run_1/wire_density.png
35 x 25 tiles, from white (low) to dark blue (high), scaled to the fullest tile. Values are wire area over tile area, all layers added.
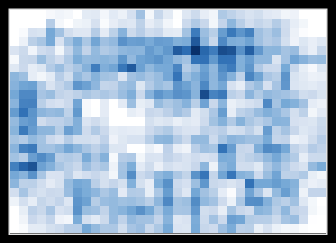
run_1/metal_stack.png
The bar under the picture is 50 um long. Two of the layers only.
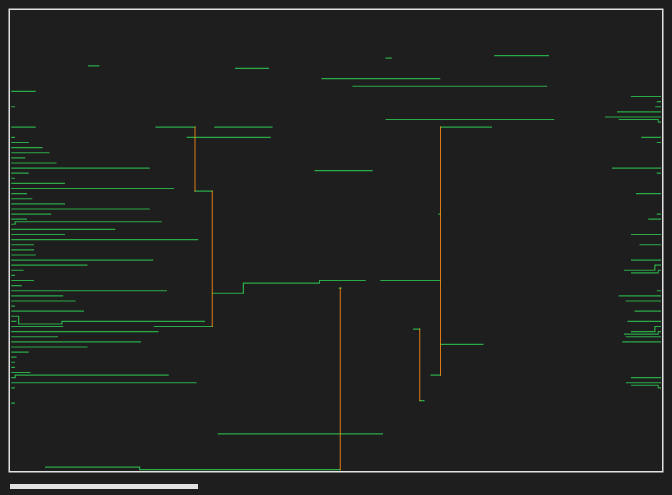
run_1/met1.png
The bar under the picture is 50 um long. Cells faint in the background.
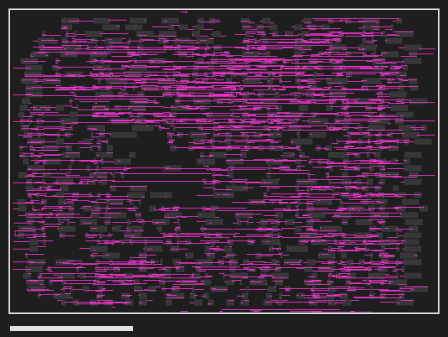
**config.mk**
```make
export PLATFORM = sky130hd
export DESIGN_NAME = mem_sram_responder
export DESIGN_NICKNAME = d
export VERILOG_FILES = /design/src/rtl/mem_sram_responder.sv
export SDC_FILE = /design/constraint.sdc
export NUM_CORES = 1
export LEC_CHECK = 0
export ABC_AREA = 0
export CELL_PAD_IN_SITES_DETAIL_PLACEMENT = 2
export CELL_PAD_IN_SITES_GLOBAL_PLACEMENT = 2
export CORE_ASPECT_RATIO = 0.7
export CORE_MARGIN = 2
export CORE_UTILIZATION = 24
export DETAILED_ROUTE_END_ITERATION = 10
export PLACE_DENSITY_LB_ADDON = 0.1
export SLEW_MARGIN = 20
export SYNTH_ARGS = -nofsm -noshare
export SYNTH_HDL_FRONTEND = slang
export SYNTH_SLANG_ARGS = --single-unit
```
**constraint.sdc**
```tcl
create_clock -name clk -period 1.9 [get_ports clk]
set_input_delay 0.38 -clock clk [delete_from_list [all_inputs] [get_ports clk]]
set_output_delay 0.38 -clock clk [all_outputs]
set_load 0.1 [all_outputs]
```
**src/rtl/mem_sram_responder.sv**
```systemverilog
// MEM-stage data-access responder: runs each load/store as a multi-cycle async-SRAM cycle,
// lane-adjusts and extends load data, and holds the pipeline with stall_o until done.
module mem_sram_responder #(
   parameter int ADDR_W      = 20,
   parameter int READ_WAIT   = 1,
   parameter int WRITE_PULSE = 1
) (
   input  logic              clk,
   input  logic              rst,
   input  logic [3:0]        ramOp_i,
   input  logic [31:0]       ramAddr_i,
   input  logic [31:0]       storeData_i,
   input  logic              flush_i,
   output logic [31:0]       load_data_o,
   output logic              stall_o,
   output logic [ADDR_W-1:0] sram_addr_o,
   output logic [31:0]       sram_dq_o,
   input  logic [31:0]       sram_dq_i,
   output logic              sram_dq_oe_o,
   output logic              sram_ce_n_o,
   output logic              sram_oe_n_o,
   output logic              sram_we_n_o,
   output logic [3:0]        sram_be_n_o,
   output logic [2:0]        dbg_state_o
);

   // Op encoding mirrors the MEM_* codes of the pipeline.
   localparam logic [3:0] OP_NOP = 4'd0;
   localparam logic [3:0] OP_LB  = 4'd1;
   localparam logic [3:0] OP_LBU = 4'd2;
   localparam logic [3:0] OP_LH  = 4'd3;
   localparam logic [3:0] OP_LHU = 4'd4;
   localparam logic [3:0] OP_LW  = 4'd5;
   localparam logic [3:0] OP_SB  = 4'd6;
   localparam logic [3:0] OP_SH  = 4'd7;
   localparam logic [3:0] OP_SW  = 4'd8;

   localparam int CNT_MAX = (READ_WAIT > WRITE_PULSE) ? READ_WAIT : WRITE_PULSE;
   localparam int CNT_W   = (CNT_MAX > 1) ? $clog2(CNT_MAX) : 1;

   typedef enum logic [2:0] {
      S_IDLE     = 3'd0,
      S_RD       = 3'd1,
      S_WR_SETUP = 3'd2,
      S_WR_PULSE = 3'd3,
      S_WR_HOLD  = 3'd4,
      S_DONE     = 3'd5
   } state_t;

   state_t            r_state, w_state_nxt;
   logic [CNT_W-1:0]  r_cnt, w_cnt_nxt;
   logic [3:0]        r_op, w_op_nxt;
   logic [1:0]        r_lane, w_lane_nxt;
   logic [31:0]       r_load, w_load_nxt;
   logic [ADDR_W-1:0] r_addr, w_addr_nxt;
   logic [31:0]       r_dq, w_dq_nxt;
   logic              r_dq_oe, w_dq_oe_nxt;
   logic              r_ce_n, w_ce_n_nxt;
   logic              r_oe_n, w_oe_n_nxt;
   logic              r_we_n, w_we_n_nxt;
   logic [3:0]        r_be_n, w_be_n_nxt;
   logic              w_stall;
   logic              w_is_load, w_is_store;
   logic [31:0]       w_store_lanes;
   logic [3:0]        w_store_be_n;
   logic              w_addr_unused;

   assign w_addr_unused = ^ramAddr_i[31:ADDR_W+2];

   assign w_is_load  = (ramOp_i == OP_LB) || (ramOp_i == OP_LBU) || (ramOp_i == OP_LH) ||
                       (ramOp_i == OP_LHU) || (ramOp_i == OP_LW);
   assign w_is_store = (ramOp_i == OP_SB) || (ramOp_i == OP_SH) || (ramOp_i == OP_SW);

   // Store data is replicated across lanes so the byte enables alone select the target.
   always_comb begin
      w_store_lanes = storeData_i;
      w_store_be_n  = 4'b0000;
      case (ramOp_i)
         OP_SB: begin
            w_store_lanes = {4{storeData_i[7:0]}};
            w_store_be_n  = ~(4'b0001 << ramAddr_i[1:0]);
         end
         OP_SH: begin
            w_store_lanes = {2{storeData_i[15:0]}};
            w_store_be_n  = ramAddr_i[1] ? 4'b0011 : 4'b1100;
         end
         default: begin
            w_store_lanes = storeData_i;
            w_store_be_n  = 4'b0000;
         end
      endcase
   end

   function automatic logic [31:0] f_extend(input logic [3:0]  op,
                                            input logic [1:0]  lane,
                                            input logic [31:0] word);
      logic [7:0]  v_byte;
      logic [15:0] v_half;
      v_byte = 8'(word >> {lane, 3'b000});
      v_half = lane[1] ? word[31:16] : word[15:0];
      case (op)
         OP_LB:   f_extend = {{24{v_byte[7]}}, v_byte};
         OP_LBU:  f_extend = {24'd0, v_byte};
         OP_LH:   f_extend = {{16{v_half[15]}}, v_half};
         OP_LHU:  f_extend = {16'd0, v_half};
         default: f_extend = word;
      endcase
   endfunction

   always_comb begin
      w_state_nxt = r_state;
      w_cnt_nxt   = r_cnt;
      w_op_nxt    = r_op;
      w_lane_nxt  = r_lane;
      w_load_nxt  = r_load;
      w_addr_nxt  = r_addr;
      w_dq_nxt    = r_dq;
      w_dq_oe_nxt = r_dq_oe;
      w_ce_n_nxt  = r_ce_n;
      w_oe_n_nxt  = r_oe_n;
      w_we_n_nxt  = r_we_n;
      w_be_n_nxt  = r_be_n;
      w_stall     = 1'b0;
      case (r_state)
         S_IDLE: begin
            if (!flush_i && (w_is_load || w_is_store)) begin
               w_stall    = 1'b1;
               w_op_nxt   = ramOp_i;
               w_lane_nxt = ramAddr_i[1:0];
               w_addr_nxt = ramAddr_i[ADDR_W+1:2];
               w_ce_n_nxt = 1'b0;
               if (w_is_load) begin
                  w_oe_n_nxt  = 1'b0;
                  w_be_n_nxt  = 4'b0000;
                  w_cnt_nxt   = CNT_W'(READ_WAIT - 1);
                  w_state_nxt = S_RD;
               end else begin
                  w_dq_oe_nxt = 1'b1;
                  w_dq_nxt    = w_store_lanes;
                  w_be_n_nxt  = w_store_be_n;
                  w_state_nxt = S_WR_SETUP;
               end
            end
         end
         S_RD: begin
            if (flush_i) begin
               w_ce_n_nxt  = 1'b1;
               w_oe_n_nxt  = 1'b1;
               w_be_n_nxt  = 4'hF;
               w_state_nxt = S_IDLE;
            end else begin
               w_stall = 1'b1;
               if (r_cnt == '0) begin
                  w_load_nxt  = f_extend(r_op, r_lane, sram_dq_i);
                  w_ce_n_nxt  = 1'b1;
                  w_oe_n_nxt  = 1'b1;
                  w_be_n_nxt  = 4'hF;
                  w_state_nxt = S_DONE;
               end else begin
                  w_cnt_nxt = r_cnt - 1'b1;
               end
            end
         end
         S_WR_SETUP: begin
            w_stall     = 1'b1;
            w_we_n_nxt  = 1'b0;
            w_cnt_nxt   = CNT_W'(WRITE_PULSE - 1);
            w_state_nxt = S_WR_PULSE;
         end
         // A started write always runs its full WE pulse; flush is not honoured here.
         S_WR_PULSE: begin
            w_stall = 1'b1;
            if (r_cnt == '0) begin
               w_we_n_nxt  = 1'b1;
               w_state_nxt = S_WR_HOLD;
            end else begin
               w_cnt_nxt = r_cnt - 1'b1;
            end
         end
         S_WR_HOLD: begin
            w_stall     = 1'b1;
            w_ce_n_nxt  = 1'b1;
            w_be_n_nxt  = 4'hF;
            w_dq_oe_nxt = 1'b0;
            w_state_nxt = S_DONE;
         end
         S_DONE: begin
            w_state_nxt = S_IDLE;
         end
         default: begin
            w_state_nxt = S_IDLE;
         end
      endcase
   end

   always_ff @(posedge clk) begin
      if (rst) begin
         r_state <= S_IDLE;
         r_cnt   <= '0;
         r_op    <= OP_NOP;
         r_lane  <= 2'b00;
         r_load  <= 32'd0;
         r_addr  <= '0;
         r_dq    <= 32'd0;
         r_dq_oe <= 1'b0;
         r_ce_n  <= 1'b1;
         r_oe_n  <= 1'b1;
         r_we_n  <= 1'b1;
         r_be_n  <= 4'hF;
      end else begin
         r_state <= w_state_nxt;
         r_cnt   <= w_cnt_nxt;
         r_op    <= w_op_nxt;
         r_lane  <= w_lane_nxt;
         r_load  <= w_load_nxt;
         r_addr  <= w_addr_nxt;
         r_dq    <= w_dq_nxt;
         r_dq_oe <= w_dq_oe_nxt;
         r_ce_n  <= w_ce_n_nxt;
         r_oe_n  <= w_oe_n_nxt;
         r_we_n  <= w_we_n_nxt;
         r_be_n  <= w_be_n_nxt;
      end
   end

   assign load_data_o  = r_load;
   assign stall_o      = w_stall;
   assign sram_addr_o  = r_addr;
   assign sram_dq_o    = r_dq;
   assign sram_dq_oe_o = r_dq_oe;
   assign sram_ce_n_o  = r_ce_n;
   assign sram_oe_n_o  = r_oe_n;
   assign sram_we_n_o  = r_we_n;
   assign sram_be_n_o  = r_be_n;
   assign dbg_state_o  = r_state;

endmodule

```
==> run summary, run 1 <==
run metrics: Comb pwr share 0.365, setup TNS -0.0267 ns, worst rel slew slack 0.599, status finished, violations left, max incr delay on CP around 0.43 ns, Syn Nets 687, initial antenna violation count 0, first-pass GRT wire length between 30000 and 40000 um, R2R depth 6, Logic Gate Count around 430, clock power share 0.290, per-cell routed wire length a little under 20 um, Comb. pwr between 2000 and 3000 uW, remaining antenna violation count 0, Tap Cells around 270, Synth Seq Share 0.419, Adder Area Share 0, CP required roughly 1.5 ns, PD cells around 840 mW/mm^2, Tot GR Track Use 0.198, Nets just over 900, metal1 wirelength about 10000 um, HPWL Detailed roughly 16000 um, number of synthesized flops with an enable pin 0, Hold EP dbg_state_o[2]$_SDFFE_PP0P_, post-synthesis simple-gate area fraction 0.196, Ys Warns 0, CP cell instances clkdlybuf4s15_2 -> or4_4 -> and2_4 -> a21oi_4 -> a221oi_4 -> buf_12, crit-path max FO 2, grt met3 use 0.0647, Psw about 2700 uW, failing checks negative setup slack, Fmax achieved between 500 and 600 MHz, Most Crowded Layer GR met2, CTS buffer count 9, maximum clock path buffer count 2, core area about 0.020 mm^2, Worst-path clk slew 0.07 ns, Syn-to-layout area delta 70.6%, Net Sw Frac 0.389, # DRC 0, max layer used met4, Biggest consumer combinational logic, RR Startpoint r_op[2]$_SDFFE_PP0P_, Latency at later pin roughly 0.36 ns, Post-Layout Cell Count 1094, Area leader share 0.419, register area between 0.002 and 0.0025 mm^2, Layout clock area frac 0.0380, Worst EP arrival 1.55 ns, min cycle time layout slightly below 2 ns, Non-CTS buffers 269, Critical Path Sink stall_o, CTS tree yes, min setup slack post-route -0.0267 ns, Post-synth area hogs dfxtp_1, nand2_1, a21oi_1, cell area after synthesis 0.00483 mm^2, count of non-CTS inverters in the layout 5, HP Start rst, internal power around 4200 uW, CTS H-tree depth 3, dominant kind of cell non-clock buffers, Hold Vio Cnt, Final 0, most common cell in the netlist nand2_1, most frequent cells after synthesis nand2_1, dfxtp_1, a21oi_1, M2 GR Usage 0.306, initial DRC count ~260, total tool warning count 39, diode count 0, Seq cells just over 100, NonClk Buf Share 0.352, r2r endpoint load_data_o[2]$_SDFFE_PP0P_, Final Setup Violations 1, Leak 0.00320 uW, Flop+latch power 2380 uW
## Picture notes: wire_density.png
nearly empty tiles: 4.9%
mean over tiles: 0.16
emptiest ninth of the die: upper left
tiles over half the peak: 17%

## Picture notes: metal_stack.png
[met4] orange | wire length: 186 um
[met3] green | wire length: 1480 um

## Picture notes: met1.png
share of all routed wire: 48%
nets with wire on the layer: 824
main direction: horizontal
Routed WL: 21300 um
met1 Resource Use GR: 0.270
Via Count: 5284

-- run 1: per-stage QoR --
stage	worst slack [ns]	cell area, um^2	util	hold WS (ns)
floorplan	-0.190	4870	-	0.516
global placement	-0.477	7750	0.392	0.443
detailed placement	-0.540	7750	0.392	0.453
CTS	-0.0453	8100	0.410	0.407
global route	-0.0798	8230	0.417	0.440
finish	-0.0267	8230	0.417	0.417
-- run 1: critical path, delay by kind of cell --
kind	cells	cell delay (ns)
and+or+nand+nor	2	0.60
buffers and inverters	2	0.37
AOI/OAI and AO/OA	2	0.19
-- run 1: what timing repair did --
action	CTS	global route
buffers inserted	2	9
gates resized	26	14
hold buffers	0	0
pin swaps	5	8
setup endpoints to repair	15	14
gates cloned	0	0
==> run 1 -> run 2 <==
- HOLD_SLACK_MARGIN: not set -> 0.08
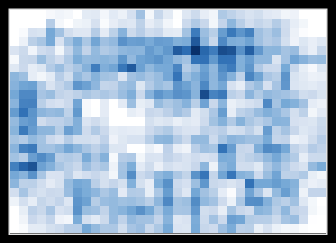
run_2/wire_density.png
35 x 25 tiles, from white (low) to dark blue (high), scaled to the fullest tile. Values are wire area over tile area, all layers added.
nearly empty tiles: 4.9%
mean over tiles: 0.16
fullest tile: 0.50

==> run summary, run 2 <==
run metrics: Most Crowded Layer GR met2 (unchanged), CTS H-tree depth 3 (unchanged), remaining antenna violation count 0 (unchanged), number of synthesized flops with an enable pin 0 (unchanged), maximum clock path buffer count 2 (unchanged), Worst path top cell family by delay simple AND/OR/NAND/NOR gates (unchanged), Hold Buf Count CTS 0 (unchanged), r2r endpoint load_data_o[2]$_SDFFE_PP0P_ (unchanged), initial antenna violation count 0 (unchanged), Fmax achieved 519 MHz (unchanged), postcts setup bufs 2 (unchanged), clock power share 0.290 (about the same), Post-DP Area 0.00775 mm^2 (unchanged), post-synthesis simple-gate area fraction 0.196 (unchanged), Final Setup Violations 1 (unchanged), met2 WL 9430 um (unchanged), WP depth 6 (unchanged), per-cell routed wire length 19.4 um (unchanged), max layer used met4 (unchanged), hold slack 0.417 ns (unchanged), R2R depth 6 (unchanged), status finished, violations left (unchanged), HP Start rst (unchanged), initial DRC count 263 (unchanged), min setup slack post-route -0.0267 ns (unchanged), Initial Util 0.244 (unchanged), Adder Area Share 0 (unchanged), Critical Path Sink stall_o (unchanged), Bufs and invs on worst path 2 (unchanged), Leak 0.00320 uW (unchanged), Comb pwr share 0.365 (about the same), Routed WL 21300 um (unchanged), Biggest consumer combinational logic (unchanged), CTS buffer count 9 (unchanged), Psw 2680 uW (unchanged), Synth Seq Share 0.419 (unchanged), Area leader share 0.419 (unchanged), total tool warning count 39 (unchanged), # DRC 0 (unchanged), Worst-path clk slew 0.07 ns (about the same), first-pass GRT wire length 32600 um (unchanged), Latency at later pin 0.36 ns (about the same), M2 GR Usage 0.306 (unchanged), failing checks negative setup slack (unchanged), grt met3 use 0.0647 (unchanged), post-cts sizing count 26 (unchanged), Post-synth area hogs dfxtp_1, nand2_1, a21oi_1 (unchanged), min cycle time layout 1.93 ns (unchanged), cell area after synthesis 0.00483 mm^2 (unchanged), Comb. pwr 2520 uW (about the same), met1 Resource Use GR 0.270 (unchanged), CTS tree yes (unchanged), metal1 wirelength 10200 um (unchanged), Worst EP arrival 1.55 ns (about the same), Flop+latch power 2380 uW (about the same), Net Sw Frac 0.389 (unchanged), PD cells 838 mW/mm^2 (unchanged), most frequent cells after synthesis nand2_1, dfxtp_1, a21oi_1 (unchanged), worst rel slew slack 0.599 (unchanged), final design utilization 0.417 (unchanged), CP cell instances clkdlybuf4s15_2 -> or4_4 -> and2_4 -> a21oi_4 -> a221oi_4 -> buf_12 (unchanged), max incr delay on CP 0.43 ns (about the same), Nets 922 (unchanged), CP required 1.52 ns (about the same), setup TNS -0.0267 ns (unchanged), Via Count 5284 (unchanged), most common cell in the netlist nand2_1 (unchanged), RR Startpoint r_op[2]$_SDFFE_PP0P_ (unchanged), Syn-to-layout area delta 70.6% (unchanged), internal power 4220 uW (unchanged), Hold EP dbg_state_o[2]$_SDFFE_PP0P_ (unchanged), HPWL Detailed 16500 um (unchanged), Syn Nets 687 (unchanged), Design Area, Final 0.00823 mm^2 (unchanged), Hold Vio Cnt, Final 0 (unchanged), diode count 0 (unchanged)
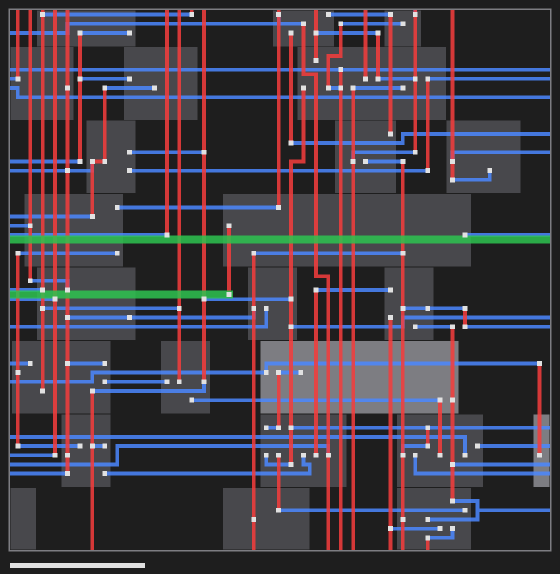
run_2/zoom.png
The bar under the picture is 5 um long. Region (120, 82) to (140, 102) um. Cells in gray, sequential cells in the stronger gray; small squares are vias.
[met1] blue
[met2] red
[met3] green
cells with their middle in the window: 19
most frequent: o21ai_0 (4), mux2i_1 (3)
sequential cells in the window: 1
netlist names of flops here include: `load_data_o` (1)

[run 2: cell counts in the layout (fill, tap and decap cells not counted)]
Identical to the previous run, type by type.
[run 2: stage by stage]
step                std cells  power, uW  worst slack (ns)
detailed placement       1067       4900            -0.540
global placement         1067       4840            -0.477
finish                   1094       6900           -0.0267
global route             1094       7230           -0.0798
CTS                      1085       6960           -0.0453
floorplan                 584       3900            -0.190
[run 2: layout make-up]
class | count | area, um^2
Sequential cell | 101 | 2040
Tap cell | 270 | 338
Multi-Input combinational cell | 433 | 2630
Clock buffer | 9 | 225
Inverter | 5 | 21.3
Clock inverter | 7 | 87.6
Fill cell | 2172 | 11500
Timing Repair Buffer | 269 | 2890
No activity file was given, so power comes from the tool's default toggle rates.
